### src/rtl/rep3_tx_pkg.sv
// Shared types and line levels for the triple-repetition serial transmitter.
// Optional parity symbol is enabled by defining REP3_TX_PARITY_EN.
package rep3_tx_pkg;

   typedef enum logic [2:0] {
      IDLE,
      START,
      DATA,
      PARITY,
      STOP
   } tx_state_t;

   localparam logic LINE_IDLE = 1'b1;
   localparam logic START_LVL = 1'b0;
   localparam logic STOP_LVL  = 1'b1;

endpackage

### src/rtl/rep_symbol_timer.sv
// Counts the REP cycles of each line symbol; sym_tick marks the last cycle of a symbol.
// sym_pre_tick marks the cycle before it so the caller can register an end-of-symbol flag.
module rep_symbol_timer #(
   parameter int REP = 3
) (
   input  logic clk,
   input  logic rst_n,
   input  logic run,
   output logic sym_tick,
   output logic sym_pre_tick
);

   localparam int CW = $clog2(REP);
   localparam logic [CW-1:0] LAST_CNT = CW'(REP - 1);
   localparam logic [CW-1:0] PRE_CNT  = CW'(REP - 2);

   logic [CW-1:0] rep_cnt_q;
   logic [CW-1:0] rep_cnt_d;

   assign sym_tick     = run && (rep_cnt_q == LAST_CNT);
   assign sym_pre_tick = run && (rep_cnt_q == PRE_CNT);

   // Held at zero while idle so the first symbol of a frame gets its full REP cycles.
   always_comb begin
      rep_cnt_d = rep_cnt_q;
      if (!run) begin
         rep_cnt_d = '0;
      end else if (sym_tick) begin
         rep_cnt_d = '0;
      end else begin
         rep_cnt_d = rep_cnt_q + CW'(1);
      end
   end

   always_ff @(posedge clk) begin
      if (!rst_n) begin
         rep_cnt_q <= '0;
      end else begin
         rep_cnt_q <= rep_cnt_d;
      end
   end

endmodule

### src/rtl/rep3_serial_tx.sv
// Serial transmitter: start, data LSB first, optional even parity, stop; each symbol held REP cycles.
// Define REP3_TX_PARITY_EN to insert the parity symbol between the data bits and the stop symbol.
module rep3_serial_tx
   import rep3_tx_pkg::*;
#(
   parameter int DATA_W = 8,
   parameter int REP    = 3
) (
   input  logic              clk,
   input  logic              rst_n,
   input  logic [DATA_W-1:0] in_data,
   input  logic              in_valid,
   output logic              in_ready,
   output logic              tx_bit,
   output logic              tx_en,
   output logic              busy,
   output logic              done
);

   localparam int BW = $clog2(DATA_W) + 1;
   localparam logic [BW-1:0] LAST_BIT = BW'(DATA_W - 1);

   tx_state_t         state_q;
   logic [DATA_W-1:0] shreg_q;
   logic [DATA_W-1:0] shreg_shift;
   logic [BW-1:0]     bit_cnt_q;
   logic              tx_bit_q;
   logic              tx_en_q;
   logic              busy_q;
   logic              done_q;
`ifdef REP3_TX_PARITY_EN
   logic              parity_q;
`endif

   logic run;
   logic accept;
   logic sym_tick;
   logic sym_pre_tick;

   assign run         = (state_q != IDLE);
   assign in_ready    = (state_q == IDLE) && rst_n;
   assign accept      = in_valid && in_ready;
   assign shreg_shift = shreg_q >> 1;

   assign tx_bit = tx_bit_q;
   assign tx_en  = tx_en_q;
   assign busy   = busy_q;
   assign done   = done_q;

   rep_symbol_timer #(
      .REP (REP)
   ) u_timer (
      .clk          (clk),
      .rst_n        (rst_n),
      .run          (run),
      .sym_tick     (sym_tick),
      .sym_pre_tick (sym_pre_tick)
   );

   // Line outputs are loaded with the level of the symbol being entered, so they change
   // on the same edge as the state.
   always_ff @(posedge clk) begin
      if (!rst_n) begin
         state_q   <= IDLE;
         shreg_q   <= '0;
         bit_cnt_q <= '0;
         tx_bit_q  <= LINE_IDLE;
         tx_en_q   <= 1'b0;
         busy_q    <= 1'b0;
         done_q    <= 1'b0;
`ifdef REP3_TX_PARITY_EN
         parity_q  <= 1'b0;
`endif
      end else begin
         done_q <= 1'b0;
         case (state_q)
            IDLE: begin
               if (accept) begin
                  shreg_q   <= in_data;
                  bit_cnt_q <= '0;
`ifdef REP3_TX_PARITY_EN
                  parity_q  <= ^in_data;
`endif
                  state_q   <= START;
                  tx_bit_q  <= START_LVL;
                  tx_en_q   <= 1'b1;
                  busy_q    <= 1'b1;
               end
            end
            START: begin
               if (sym_tick) begin
                  state_q  <= DATA;
                  tx_bit_q <= shreg_q[0];
               end
            end
            DATA: begin
               if (sym_tick) begin
                  if (bit_cnt_q == LAST_BIT) begin
`ifdef REP3_TX_PARITY_EN
                     state_q  <= PARITY;
                     tx_bit_q <= parity_q;
`else
                     state_q  <= STOP;
                     tx_bit_q <= STOP_LVL;
`endif
                  end else begin
                     bit_cnt_q <= bit_cnt_q + BW'(1);
                     shreg_q   <= shreg_shift;
                     tx_bit_q  <= shreg_shift[0];
                  end
               end
            end
`ifdef REP3_TX_PARITY_EN
            PARITY: begin
               if (sym_tick) begin
                  state_q  <= STOP;
                  tx_bit_q <= STOP_LVL;
               end
            end
`endif
            STOP: begin
               // done is registered, so it is raised one cycle ahead of the final stop cycle.
               if (sym_pre_tick) begin
                  done_q <= 1'b1;
               end
               if (sym_tick) begin
                  state_q  <= IDLE;
                  tx_bit_q <= LINE_IDLE;
                  tx_en_q  <= 1'b0;
                  busy_q   <= 1'b0;
               end
            end
            default: begin
               state_q  <= IDLE;
               tx_bit_q <= LINE_IDLE;
               tx_en_q  <= 1'b0;
               busy_q   <= 1'b0;
            end
         endcase
      end
   end

endmodule
### config.mk
export PLATFORM = sky130hd
export DESIGN_NAME = rep3_serial_tx
export DESIGN_NICKNAME = d
export VERILOG_FILES = /design/src/rtl/rep3_tx_pkg.sv /design/src/rtl/rep_symbol_timer.sv /design/src/rtl/rep3_serial_tx.sv
export SDC_FILE = /design/constraint.sdc
export NUM_CORES = 1
export LEC_CHECK = 0
export ABC_AREA = 1
export CORE_UTILIZATION = 35
export DETAILED_ROUTE_END_ITERATION = 10
export GPL_TIMING_DRIVEN = 0
export SLEW_MARGIN = 20
export SYNTH_ARGS = -nofsm -noshare
export SYNTH_HDL_FRONTEND = slang
export SYNTH_SLANG_ARGS = --single-unit
### constraint.sdc
create_clock -name clk -period 1.8 [get_ports clk]
set_input_delay 0.54 -clock clk [delete_from_list [all_inputs] [get_ports clk]]
set_output_delay 0.54 -clock clk [all_outputs]
set_load 0.05 [all_outputs]
==> images/layer_met1.png <==
Bar = 20 um.
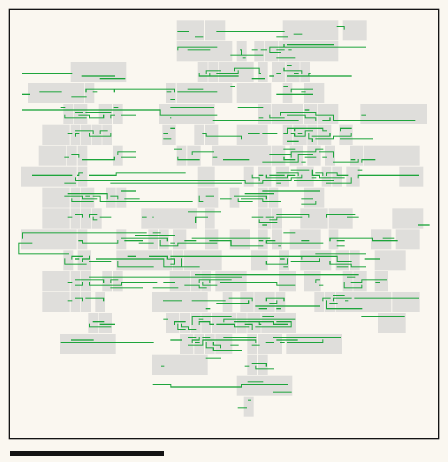
share of all routed wire: 47%
main direction: horizontal
nets with wire on the layer: 161
wire length on this layer: 1010 um
longest straight run: 22.1 um
via count: 948
total wire length: 2160 um

==> images/layer_met2.png <==
Bar = 20 um.
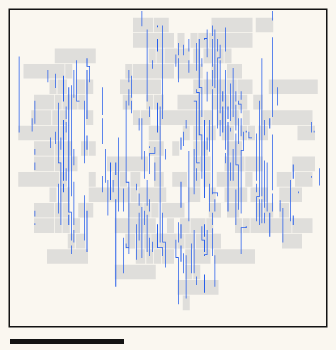
nets with wire on the layer: 137
wire length on this layer: 1000 um
share of all routed wire: 46%
routing usage on met2: 27.0%

==> images/layer_met3.png <==
Bar = 20 um.
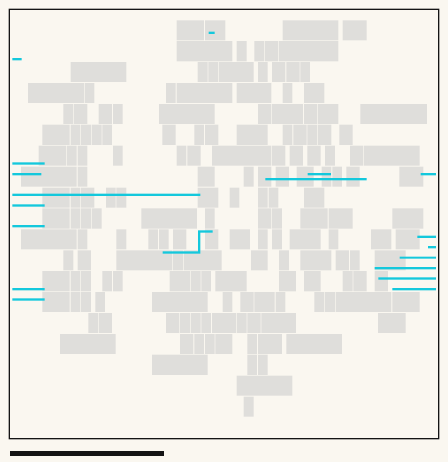
longest straight run: 24.1 um
nets with wire on the layer: 17
main direction: horizontal
wire length on this layer: 102 um
met3 Usage GRT: 2.56%

==> images/io_placement.png <==
Bar = 20 um. Pins as bars across the die edge, other pins in gray.
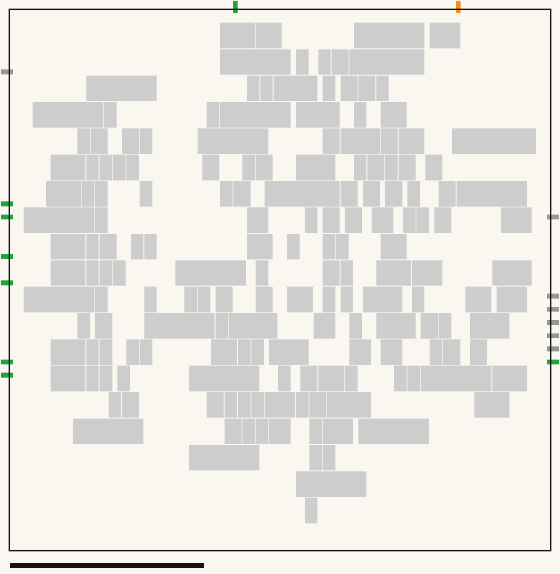
legend:
  done:
    color: orange
    pins: 1
    direction: output
    edge: top
  in_data:
    color: green
    pins: 8
    direction: input
    edge: 6 left, 1 top, 1 right
port buffer count: 15
Die X: 55.7 um
DIE HEIGHT: 55.7 um

==> impl_metrics.yaml <==
# physical design summary
global_routing:
  overflow: 0
  grt_start_max_net_pins: 12
critical_path:
  crit_chain: "nor2_4 -> nand2_4 -> nor2_4 -> buf_6"
  cp_num_buf_inv: 1
  cpMaxStageDelayCell: "dfxtp_4"
  worst_path_largest_cell_delay_ns: 0.38
  crit_required_ns: 1.26
  cp_num_cells: 4
final_timing:
  final_period_minus_worst_setup_slack_ns: 1.75
  fin_skew_ns: 0.00135
  maxSlewViolCount: 0
  fmax_mhz: 571
  slew_headroom_pct: 68.2
  setup_viol: 0
flow_run:
  maxCapViolations: 0
  tool_warnings: 28
clock_tree:
  cts_tree: "built"
  cts_sinks: 20
  cts_max_level: 1
  root_buffer: "clkbuf_4"
  clock_latency_ns: 0.31
routing:
  drt_iter0_markers: 26
  first_pass_iters: 4
final_layout:
  antenna_cells: 0
  lay_top_count: "nand2_1"
  nNetsFinal: 184
pwr:
  ir_drop_mv: 0.653
outcome:
  status: "completed"
yosys:
  synthesis.area_um2: 1010
  fp_nets: 161
floorplan:
  initial_core_util_pct: 36.9
==> final cells by class <==
class	instances	area [um2]
well taps	31	38.8
multi-input cells	112	548
repair buffers	18	166
fillers	278	1460
inverters	10	45.0
plain buffers	5	35.0
flip-flops and latches	20	407
clock buffers	4	36.3
==> sequential cells by signal (all words and copies together) (netlist names) <==
name,flops
done,1
u_timer.rep_cnt_q,2
bit_cnt_q,4
shreg_q,8
state_q,3
tx_bit,1
busy,1
==> worst register-to-register path, cell delays in order, from the launching register on <==
cell,delay (ns)
dfxtp_1,0.43
ha_1,0.22
nand3_1,0.14
o21ai_0,0.18
nor2_1,0.07
buf_4,0.17
o21ai_0,0.15
nor2_1,0.06
==> cells by family (layout without fill, tap and decap cells) <==
| kind of cell | Yosys count | count (layout) | share of synthesized area [%] |
|---|---|---|---|
| fa+ha+maj | 3 | 3 | 3.72 |
| flops | 20 | 20 | 39.7 |
| compound gates | 20 | 20 | 10.5 |
| xor+xnor | 1 | 1 | 0.869 |
| simple gates | 88 | 88 | 37.7 |
| buf+inv | 15 | 37 | 7.44 |
==> cell usage after synthesis (all sizes together) <==
library cell | count | area, um2
nand2 | 46 | 188
nor2 | 26 | 105
dfxtp | 20 | 400
nand3 | 14 | 75.1
a21oi | 10 | 53.8
inv | 9 | 36.3
o21ai | 9 | 45.0
buf | 4 | 31.3
ha | 3 | 37.5
nand4 | 2 | 12.5
clkbuf | 1 | 3.75
clkinv | 1 | 3.75
o21bai | 1 | 7.51
xnor2 | 1 | 8.76
==> timing repair <==
action                     in CTS  in global routing
setup buffers                   0                  3
gates cloned                    0                  0
resized                        18                  7
setup endpoints to repair       5                  1
pin swaps                       0                  1
==> through the flow <==
| step | setup TNS (ns) | utilization [%] | area [um2] |
|---|---|---|---|
| 3_5_place_dp | -2.46 | 43.9 | 1200 |
| 4_1_cts | -0.0662 | 45.6 | 1250 |
| 6_report | 0 | 46.7 | 1280 |
| 3_3_place_gp | -2.36 | 43.9 | 1200 |
| 5_1_grt | 0 | 46.7 | 1280 |
| 2_1_floorplan | 0 | - | 1010 |
==> path summary, 6_finish.rpt <==
path | start | to | slack [ns]
hold / removal | u_timer.rep_cnt_q[0] | u_timer.rep_cnt_q[0] | 0.46
setup / recovery | state_q[0] | in_ready | 0.05
setup reg to reg | bit_cnt_q[0] | shreg_q[3] | 0.30
hold reg to reg | u_timer.rep_cnt_q[0] | u_timer.rep_cnt_q[0] | 0.46
==> per-layer routing <==
layer / vias to the layer above / part of all wire, % / track usage, %
li1: 514 / - / -
met1: 408 / 47 / 16.9
met2: 22 / 46 / 27.0
met3: 4 / 4.7 / 2.56
met4: 0 / 2.0 / 8.57
met5: - / 0 / 0
==> where the power goes <==
group          leakage, nW  total, mW  switching [mW]  internal [mW]
Clock               0.0210      0.269           0.145          0.124
Combinational        0.378      0.870           0.538          0.331
Sequential           0.166      0.669          0.0983          0.571
Total                0.565       1.81           0.782           1.03
Power figures rest on the tool's default switching activity, not on a simulated workload.
